--- config.mk ---
export PLATFORM = sky130hd
export DESIGN_NAME = puzzle_move_player
export DESIGN_NICKNAME = d
export VERILOG_FILES = /design/src/rtl/puzzle_move_player_pkg.sv /design/src/rtl/puzzle_move_player_fifo.sv /design/src/rtl/puzzle_move_player.sv
export SDC_FILE = /design/constraint.sdc
export NUM_CORES = 1
export LEC_CHECK = 0
export CAP_MARGIN = 20
export CORE_ASPECT_RATIO = 0.9
export CORE_UTILIZATION = 52
export CTS_CLUSTER_DIAMETER = 50
export CTS_CLUSTER_SIZE = 8
export DETAILED_ROUTE_END_ITERATION = 16
export PLACE_DENSITY = 0.73
export SLEW_MARGIN = 20
export SYNTH_ARGS = -nofsm -noshare
export SYNTH_HDL_FRONTEND = slang
export SYNTH_HIERARCHICAL = 1
export SYNTH_SLANG_ARGS = --single-unit
export TNS_END_PERCENT = 10
--- constraint.sdc ---
create_clock -name clk -period 4.6 [get_ports clk]
set_input_delay 0.46 -clock clk [delete_from_list [all_inputs] [get_ports clk]]
set_output_delay 0.46 -clock clk [all_outputs]
set_load 0.01 [all_outputs]
--- src/rtl/puzzle_move_player_pkg.sv ---
// Shared types and constants for the sliding-puzzle move player.
package puzzle_pkg;

  typedef enum logic [1:0] {
    DIR_LEFT  = 2'b00,
    DIR_RIGHT = 2'b01,
    DIR_UP    = 2'b10,
    DIR_DOWN  = 2'b11
  } dir_t;

  typedef enum logic [1:0] {
    IDLE = 2'd0,
    PLAY = 2'd1,
    DONE = 2'd2
  } player_state_t;

  localparam int         GRID    = 3;
  localparam logic [1:0] START_X = 2'd0;
  localparam logic [1:0] START_Y = 2'd2;
  localparam logic [1:0] POS_MAX = 2'(GRID - 1);

  // A move is legal when the empty cell stays on the grid afterwards.
  function automatic logic move_legal(input dir_t d, input logic [1:0] x, input logic [1:0] y);
    logic ok;
    ok = 1'b0;
    case (d)
      DIR_LEFT:  ok = (y != 2'd0);
      DIR_RIGHT: ok = (y < POS_MAX);
      DIR_UP:    ok = (x != 2'd0);
      DIR_DOWN:  ok = (x < POS_MAX);
      default:   ok = 1'b0;
    endcase
    return ok;
  endfunction

endpackage

--- src/rtl/puzzle_move_player_fifo.sv ---
// Move buffer: DEPTH x 2-bit FIFO, synchronous push/pop, registered fill.
// The head entry is read combinationally so the player can judge it in the
// same cycle it is popped.
module move_fifo #(
  parameter int DEPTH = 32
) (
  input  logic                     clk,
  input  logic                     rst,
  input  logic                     push,
  input  logic                     pop,
  input  logic [1:0]               wdata,
  output logic [1:0]               rdata,
  output logic [$clog2(DEPTH):0]   fill
);

  localparam int AW     = $clog2(DEPTH);
  localparam int FILL_W = AW + 1;
  localparam logic [FILL_W-1:0] FULL_LVL = FILL_W'(DEPTH);

  logic [1:0]        r_mem [DEPTH];
  logic [AW-1:0]     r_wr_ptr;
  logic [AW-1:0]     r_rd_ptr;
  logic [FILL_W-1:0] r_fill;
  logic              w_do_push;
  logic              w_do_pop;

  assign w_do_push = push && (r_fill < FULL_LVL);
  assign w_do_pop  = pop && (r_fill != '0);
  assign rdata     = r_mem[r_rd_ptr];
  assign fill      = r_fill;

  // Storage array; contents are don't-care once pointers are flushed.
  always_ff @(posedge clk) begin
    if (w_do_push) r_mem[r_wr_ptr] <= wdata;
  end

  // Pointers wrap naturally since DEPTH is a power of two.
  always_ff @(posedge clk) begin
    if (!rst) begin
      r_wr_ptr <= '0;
      r_rd_ptr <= '0;
      r_fill   <= '0;
    end else begin
      if (w_do_push) r_wr_ptr <= r_wr_ptr + AW'(1);
      if (w_do_pop)  r_rd_ptr <= r_rd_ptr + AW'(1);
      case ({w_do_push, w_do_pop})
        2'b10:   r_fill <= r_fill + FILL_W'(1);
        2'b01:   r_fill <= r_fill - FILL_W'(1);
        default: r_fill <= r_fill;
      endcase
    end
  end

endmodule

--- src/rtl/puzzle_move_player.sv ---
// Buffers a move script, then replays it one move per cycle to the puzzle
// core, suppressing moves that would push the empty cell off the grid.
//
// state | meaning
// IDLE  | accepting moves, waiting for start
// PLAY  | popping one move per cycle, pushes refused
// DONE  | script exhausted, done sticky until the next push
module puzzle_move_player #(
  parameter int DEPTH = 32,
  parameter int CNT_W = 6
) (
  input  logic                   clk,
  input  logic                   rst,
  input  logic                   in_valid,
  input  logic [1:0]             in_dir,
  output logic                   in_ready,
  input  logic                   start,
  output logic                   dir_valid,
  output logic [1:0]             direction,
  output logic                   busy,
  output logic                   done,
  output logic [$clog2(DEPTH):0] fill,
  output logic [CNT_W-1:0]       move_count,
  output logic [CNT_W-1:0]       illegal_count
);
  import puzzle_pkg::*;

  localparam int FILL_W = $clog2(DEPTH) + 1;
  localparam logic [FILL_W-1:0] FULL_LVL = FILL_W'(DEPTH);

  player_state_t     r_state;
  player_state_t     w_state_nxt;
  logic              w_push;
  logic              w_pop;
  logic [1:0]        w_fifo_rdata;
  dir_t              w_head;
  logic [FILL_W-1:0] w_fill;
  logic              w_legal;
  logic [1:0]        r_ex;
  logic [1:0]        r_ey;
  logic [1:0]        w_ex_nxt;
  logic [1:0]        w_ey_nxt;
  logic              r_dir_valid;
  logic [1:0]        r_direction;
  logic [CNT_W-1:0]  r_move_count;
  logic [CNT_W-1:0]  r_illegal_count;

  move_fifo #(.DEPTH(DEPTH)) u_fifo (
    .clk   (clk),
    .rst   (rst),
    .push  (w_push),
    .pop   (w_pop),
    .wdata (in_dir),
    .rdata (w_fifo_rdata),
    .fill  (w_fill)
  );

  assign w_head        = dir_t'(w_fifo_rdata);
  assign fill          = w_fill;
  assign dir_valid     = r_dir_valid;
  assign direction     = r_direction;
  assign move_count    = r_move_count;
  assign illegal_count = r_illegal_count;

  // State register.
  always_ff @(posedge clk) begin
    if (!rst) r_state <= IDLE;
    else      r_state <= w_state_nxt;
  end

  // Next state; IDLE decides on pre-push fill, a push in DONE takes priority.
  always_comb begin
    w_state_nxt = r_state;
    case (r_state)
      IDLE: if (start) w_state_nxt = (w_fill != '0) ? PLAY : DONE;
      PLAY: if (w_fill <= FILL_W'(1)) w_state_nxt = DONE;
      DONE: begin
        if (w_push)                      w_state_nxt = IDLE;
        else if (start && w_fill != '0) w_state_nxt = PLAY;
      end
      default: w_state_nxt = IDLE;
    endcase
  end

  // State-decoded handshake and status outputs.
  always_comb begin
    in_ready = 1'b0;
    busy     = 1'b0;
    done     = 1'b0;
    w_pop    = 1'b0;
    case (r_state)
      IDLE: in_ready = (w_fill < FULL_LVL);
      PLAY: begin
        busy  = 1'b1;
        w_pop = (w_fill != '0);
      end
      DONE: begin
        done     = 1'b1;
        in_ready = (w_fill < FULL_LVL);
      end
      default: ;
    endcase
    w_push = in_valid && in_ready;
  end

  // Legality of the head move and where the empty cell would go.
  always_comb begin
    w_legal  = move_legal(w_head, r_ex, r_ey);
    w_ex_nxt = r_ex;
    w_ey_nxt = r_ey;
    case (w_head)
      DIR_LEFT:  w_ey_nxt = r_ey - 2'd1;
      DIR_RIGHT: w_ey_nxt = r_ey + 2'd1;
      DIR_UP:    w_ex_nxt = r_ex - 2'd1;
      DIR_DOWN:  w_ex_nxt = r_ex + 2'd1;
      default: ;
    endcase
  end

  // Registered move output, empty-cell mirror and saturating counters.
  always_ff @(posedge clk) begin
    if (!rst) begin
      r_dir_valid     <= 1'b0;
      r_direction     <= 2'b00;
      r_ex            <= START_X;
      r_ey            <= START_Y;
      r_move_count    <= '0;
      r_illegal_count <= '0;
    end else if (w_pop) begin
      if (w_legal) begin
        r_dir_valid <= 1'b1;
        r_direction <= w_head;
        r_ex        <= w_ex_nxt;
        r_ey        <= w_ey_nxt;
        if (r_move_count != {CNT_W{1'b1}}) r_move_count <= r_move_count + CNT_W'(1);
      end else begin
        r_dir_valid <= 1'b0;
        if (r_illegal_count != {CNT_W{1'b1}}) r_illegal_count <= r_illegal_count + CNT_W'(1);
      end
    end else begin
      r_dir_valid <= 1'b0;
    end
  end

endmodule

==> images/congestion_map.png <==
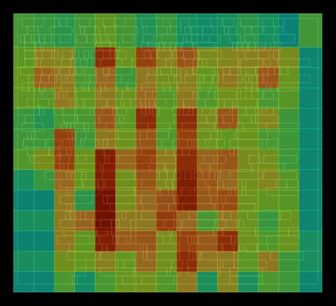
routed length per instance: 15.94 µm
met1 track demand over resource in global routing: 26.25%
GR Layer Usage met3: 3.745%

==> images/layers.png <==
Two of the layers only.
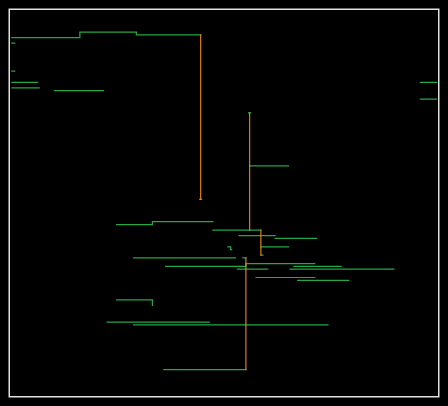
Orange is M4, wire length 102 µm. Green is M3, wire length 391 µm.

==> images/ff_map.png <==
Scale bar: 20 µm. Other sequential cells in the stronger grey, the rest of the logic in the fainter grey.
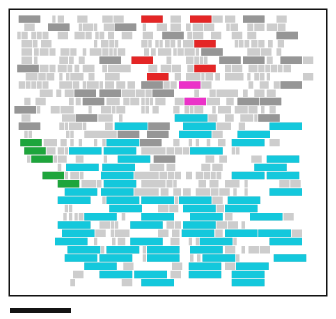
Green is u_fifo/r_wr_ptr, placed flops 5, where middle left. Red is illegal_count, placed flops 6, where top centre. Magenta is r_ex, placed flops 2. Cyan is u_fifo/r_mem, placed flops 64.
Another 29 sequential cells are not coloured.

==> images/gates.png <==
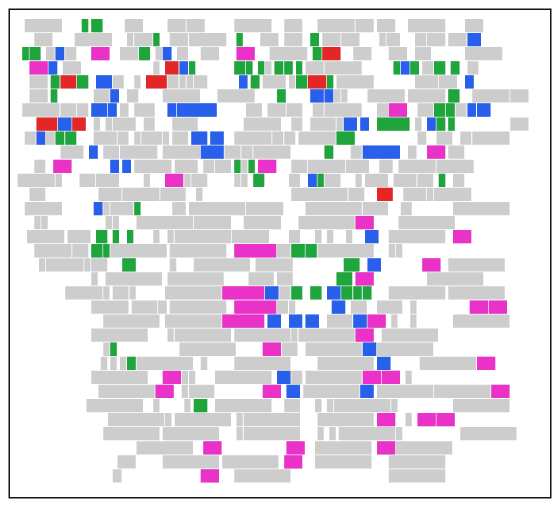
Red is non-inverting ao/oa cells, cells 8, most used a211o_1. Green is nand cells, cells 61, most used nand2_1. Magenta is mux cells, cells 36, most used mux2i_1. Blue is aoi and oai cells, cells 46, most used a22oi_1.

-- final timing paths --
path,slack [ns],cells past startpoint,end
setup reg to reg,1.06,11,illegal_count[4]
hold / removal,0.49,2,u_fifo/r_rd_ptr[4]
hold reg to reg,0.49,2,u_fifo/r_rd_ptr[4]
setup / recovery,1.06,11,illegal_count[4]
-- power groups by stage --
| stage | Clock [mW] | Combinational [mW] | Sequential, mW |
|---|---|---|---|
| 2_1_floorplan | 0 | 0.139 | 1.07 |
| 3_3_place_gp | 0 | 0.194 | 1.07 |
| 3_5_place_dp | 0 | 0.199 | 1.08 |
| 4_1_cts | 0.577 | 0.199 | 1.05 |
| 5_1_grt | 0.615 | 0.220 | 1.06 |
| 6_report | 0.562 | 0.198 | 1.05 |
-- stage by stage --
| stage | instance area (µm²) | hold WS [ns] |
|---|---|---|
| 6_report | 5460 | 0.4946 |
| 5_1_grt | 5460 | 0.5259 |
| 4_1_cts | 5465 | 0.5068 |
| 3_5_place_dp | 5273 | 0.4913 |
| 3_3_place_gp | 5273 | 0.4694 |
| 2_1_floorplan | 4903 | 0.4451 |
-- worst reg2reg max path, stage by stage (launching register included) --
cell and delay [ns]:
sky130_fd_sc_hd__dfxtp_1 0.32, sky130_fd_sc_hd__buf_4 0.40, sky130_fd_sc_hd__mux4_2 0.40, sky130_fd_sc_hd__a22oi_1 0.24, sky130_fd_sc_hd__nand4_1 0.40, sky130_fd_sc_hd__and2_1 0.32
sky130_fd_sc_hd__ha_1 0.20, sky130_fd_sc_hd__nor3b_1 0.43, sky130_fd_sc_hd__a211oi_4 0.14, sky130_fd_sc_hd__nor2_1 0.17, sky130_fd_sc_hd__nand2_1 0.09, sky130_fd_sc_hd__o311a_1 0.33
==> reports/metrics.yaml <==
maxSlewHeadroom_pct: 25.80
switchingPower_mw: 0.4532
status: "finished, final reports clean"
met2WireLength_mm: 4.302
largest_register_ffs: 64
multiInputCombCellCount: 285
globalRouteMet2Util_pct: 32.01
tightest_slew_ns: 1.109
cts_tree: "built"
ys_ff: 106
synth.yosys.num_cells: 421
fp.dieArea_um2: 9823
n_sequential_cell: 106
worstSetupEndpointType: "flip-flop"
globalRouteOverflowTotal: 0
post_route_utilization_pct: 59.84
ant_nets: 0
crit_slowest_cell: "sky130_fd_sc_hd__nor3b_1"
globalRouteTotalUtil_pct: 19.73
fillers: 730
route.detailed.vias_per_inst: 5.578
area.growth.synth_to_final_pct: 11.35
wl_met1_mm: 4.341
final.setup.tns_ns: 0
timing.critical_path.buf_inv: 1
seq_power_share_pct: 58.1
cts_setup_buffers: 0
min_from: "u_fifo/r_rd_ptr[4]"
post_route_cells_drive_above_1_share_pct: 7.982
finalMaxSlewViolations: 0
multi_input_comb_area_um2: 2001
yosysChipArea_um2: 4903
nNonClkInverters: 13
yosysMostFrequentCell: "sky130_fd_sc_hd__edfxtp_1"
combinational_fraction_of_the_cell_area_pct: 36.64
top_logic_kind: "simple AND/OR/NAND/NOR gates"
antenna_cells: 0
grt_start_max_net_pins: 34
sw_frac_of_total_pct: 25.00
ctsHoldBuffers: 0
top_post_synthesis_cells_by_count: "64 x sky130_fd_sc_hd__edfxtp_1, 57 x sky130_fd_sc_hd__nor2_1, 42 x sky130_fd_sc_hd__dfxtp_1"
fin_crit_sh_pct: 76.89
via_count_of_the_first_global_routing_pass: 3131
yosys.stat.seqShare_pct: 56.34
layout_top_cells: "64 x sky130_fd_sc_hd__edfxtp_1, 57 x sky130_fd_sc_hd__nor2_1, 42 x sky130_fd_sc_hd__dfxtp_1"
grt_first_pass_wirelength_mm: 15.04
flip_flops_with_a_built_in_enable: 64
numCtsBuffers: 9
seqCellArea_um2: 2763
antenna_found_initial: 0
post_synth_fa_ha_maj_area_fraction_pct: 3.062
syn_std_cell_area_um2: 4903
crit_family: "simple AND/OR/NAND/NOR gates"
warning_count: 30
routed_wirelength_mm: 9.136
synth.yosys.warnings: 6
clock.latency.late_pin_ns: 0.36
top_layer: "met4"
detailedRoute.firstPassIterationCount: 4
rows: 33
p_per_area_nw_per_um2: 332.0
preCtsSetupSlack_ns: 1.092
critical_path.cell_chain: "buf_4 > mux4_2 > a22oi_1 > nand4_1 > and2_1 > ha_1 > nor3b_1 > a211oi_4 > nor2_1 > nand2_1 > o311a_1"
Power and IR drop assume default switching activity.
